File: src/rtl/fetch_buffer.sv
// fetch_buffer: instruction prefetch FIFO fed by a fixed one-cycle-latency instruction memory
// Ports: clk/reset (sync, active-high); o_imem_req_en/o_imem_req_addr issue fetches,
//   i_imem_res_data returns the word one cycle later; o_instr_valid/o_instr_data/o_instr_addr
//   present the head entry, popped by i_instr_ready; i_redirect_en/i_redirect_addr flush and
//   restart fetch. Defining FETCH_BUFFER_STATS_EN adds o_bubble_count (pipeline starvation cycles).
`ifndef ADDR_W
`define ADDR_W 32
`endif
`ifndef WORD_W
`define WORD_W 32
`endif
module fetch_buffer #(
  parameter int DEPTH = 4,
  parameter logic [`ADDR_W-1:0] RESET_ADDR = '0
) (
  input  logic               clk,
  input  logic               reset,
  output logic [`ADDR_W-1:0] o_imem_req_addr,
  output logic               o_imem_req_en,
  input  logic [`WORD_W-1:0] i_imem_res_data,
  output logic               o_instr_valid,
  output logic [`WORD_W-1:0] o_instr_data,
  output logic [`ADDR_W-1:0] o_instr_addr,
  input  logic               i_instr_ready,
  input  logic               i_redirect_en,
  input  logic [`ADDR_W-1:0] i_redirect_addr
`ifdef FETCH_BUFFER_STATS_EN
  ,
  output logic [15:0]        o_bubble_count
`endif
);
  localparam int AW = $clog2(DEPTH);
  localparam logic [AW:0] DEPTH_L = (AW+1)'(DEPTH);
  logic [`ADDR_W-1:0] r_pc;
  logic [`ADDR_W-1:0] r_req_addr;
  logic [AW:0] r_count;
  logic [AW-1:0] r_rd;
  logic [AW-1:0] r_wr;
  logic r_inflight;
  logic [`WORD_W+`ADDR_W-1:0] r_mem [DEPTH];
  logic [AW:0] w_occ;
  logic w_push;
  logic w_pop;
  // Occupancy counts the outstanding response so a full FIFO can never be overrun.
  assign w_occ = r_count + {{AW{1'b0}}, r_inflight};
  assign o_imem_req_en = !reset && !i_redirect_en && (w_occ < DEPTH_L);
  assign o_imem_req_addr = r_pc;
  assign o_instr_valid = r_count != '0;
  assign {o_instr_data, o_instr_addr} = r_mem[r_rd];
  // A redirect squashes the response returning in its own cycle; no request is issued in
  // that cycle, so clearing the inflight flag is all that is needed to drop stale data.
  assign w_push = r_inflight && !i_redirect_en;
  assign w_pop = o_instr_valid && i_instr_ready && !i_redirect_en;
  always_ff @(posedge clk) begin
    if (reset) begin
      r_pc <= RESET_ADDR;
      r_count <= '0;
      r_rd <= '0;
      r_wr <= '0;
      r_inflight <= 1'b0;
    end else if (i_redirect_en) begin
      r_pc <= i_redirect_addr;
      r_count <= '0;
      r_rd <= '0;
      r_wr <= '0;
      r_inflight <= 1'b0;
    end else begin
      r_inflight <= o_imem_req_en;
      if (o_imem_req_en) begin
        r_pc <= r_pc + `ADDR_W'(4);
        r_req_addr <= r_pc;
      end
      if (w_push) r_wr <= r_wr + AW'(1);
      if (w_pop) r_rd <= r_rd + AW'(1);
      r_count <= r_count + (AW+1)'(w_push) - (AW+1)'(w_pop);
    end
  end
  always_ff @(posedge clk) begin
    if (w_push && !reset) r_mem[r_wr] <= {i_imem_res_data, r_req_addr};
  end
`ifdef FETCH_BUFFER_STATS_EN
  logic [15:0] r_bubble;
  always_ff @(posedge clk) begin
    if (reset) r_bubble <= '0;
    else if (i_instr_ready && !o_instr_valid && r_bubble != 16'hFFFF) r_bubble <= r_bubble + 16'd1;
  end
  assign o_bubble_count = r_bubble;
`endif
endmodule

File: config.mk
export PLATFORM = sky130hd
export DESIGN_NAME = fetch_buffer
export DESIGN_NICKNAME = d
export VERILOG_FILES = /design/src/rtl/fetch_buffer.sv
export SDC_FILE = /design/constraint.sdc
export NUM_CORES = 1
export LEC_CHECK = 0
export CAP_MARGIN = 20
export CORE_ASPECT_RATIO = 1.1
export CORE_MARGIN = 2
export CORE_UTILIZATION = 55
export DETAILED_ROUTE_END_ITERATION = 8
export HOLD_SLACK_MARGIN = 0.1
export PLACE_DENSITY = 0.85
export SLEW_MARGIN = 20
export SYNTH_ARGS = -nofsm -noshare
export SYNTH_HDL_FRONTEND = slang
export SYNTH_SLANG_ARGS = --single-unit
File: constraint.sdc
create_clock -name clk -period 3.9 [get_ports clk]
set_input_delay 0.39 -clock clk [delete_from_list [all_inputs] [get_ports clk]]
set_output_delay 0.39 -clock clk [all_outputs]
set_load 0.01 [all_outputs]
### The metal 3 layer

Scale: 2 px per um.
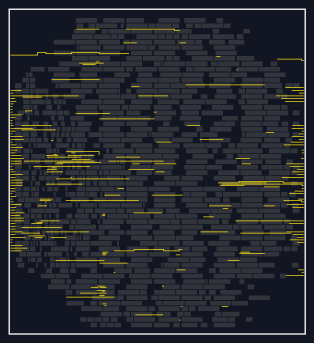
longest straight run: 40.0 um
wire length on this layer: 1,670 um
share of all routed wire: 6.6%

==> results.yml <==
# generated from flow reports
die:
  rows: 57
  core_area_sq_mm: 0.0221
cts:
  cts.hold.buffers_added: 0
  cts.path.max_buffers: 3
  post_cts.resized_instances: 0
  clock-root-buffer: "sky130_fd_sc_hd__clkbuf_16"
power:
  power.combinational.fraction_pct: 4.0
  seq_power_share_pct: 55.4
  power_switching_mw: 1.38
  peakVddDrop_mv: 0.289
  p_leak_nw: 4.90
  p_clk_share_pct: 40.6
worst_setup_path:
  crit-reg2reg-launch: "r_count[1]"
  path_cells: "buf_12 -> mux4_2 -> clkdlybuf4s50_1"
  crit_family: "buffers and inverters"
  ff2ff_setup_slack_ns: 1.48
sta:
  final_hold_vio_count: 0
  rsz_0062_raised_after_global_routing: "false"
layout:
  final-nonclk-buf-share_pct: 11.5
  non_clock_inverter_count: 10
  regArea_sq_mm: 0.00950
  comb_share_pct: 18.0
  nNetsFinal: 888
  clock_buffers: 42
  post_layout_nonfiller_instances: 1131
  inserted_diodes: 0
synthesis:
  synth_xor_xnor_area_share_pct: 1.61
  ys_area_sq_mm: 0.0124
  total_of_flip_flops_plus_latches_after_synthesis: 330
  asyncSetResetFlopFracSynth_pct: 0
  synth-adder-area-share_pct: 0.867
  post_synth_aoi_oai_area_pct: 2.76
  post-synth-top-count-cell: "sky130_fd_sc_hd__edfxtp_1"
placed_design:
  detailed_place.area_sq_mm: 0.0145
  routabilityCongestion: 0.868
worst_hold_path:
  min-delay-start: "i_redirect_addr[3]"
  timing.hold.worst_path_depth: 3
run_status:
  outcome: "finished, final reports clean"
detailed_routing:
  route.met2.wl_um: 13100
### Cell classes on the final placement

Scale: 3 px per um.
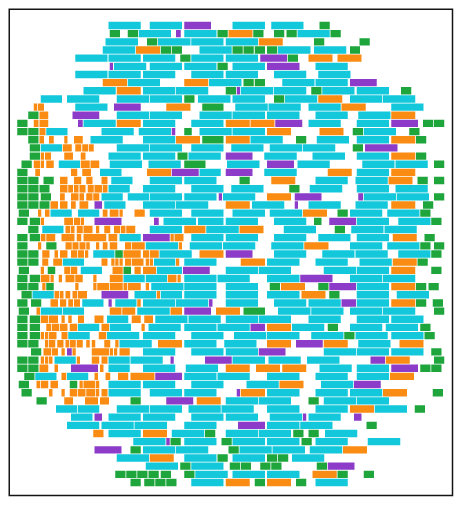
[purple] clock drivers and dummy loads | cells: 56 | share of their area: 6.6%
[orange] remaining logic cells | cells: 274 | share of their area: 19%
[cyan] registers | cells: 330 | share of their area: 63%
[green] remaining buffers and delay cells | cells: 176 | share of their area: 12%

No activity file was given, so power comes from the tool's default toggle rates.
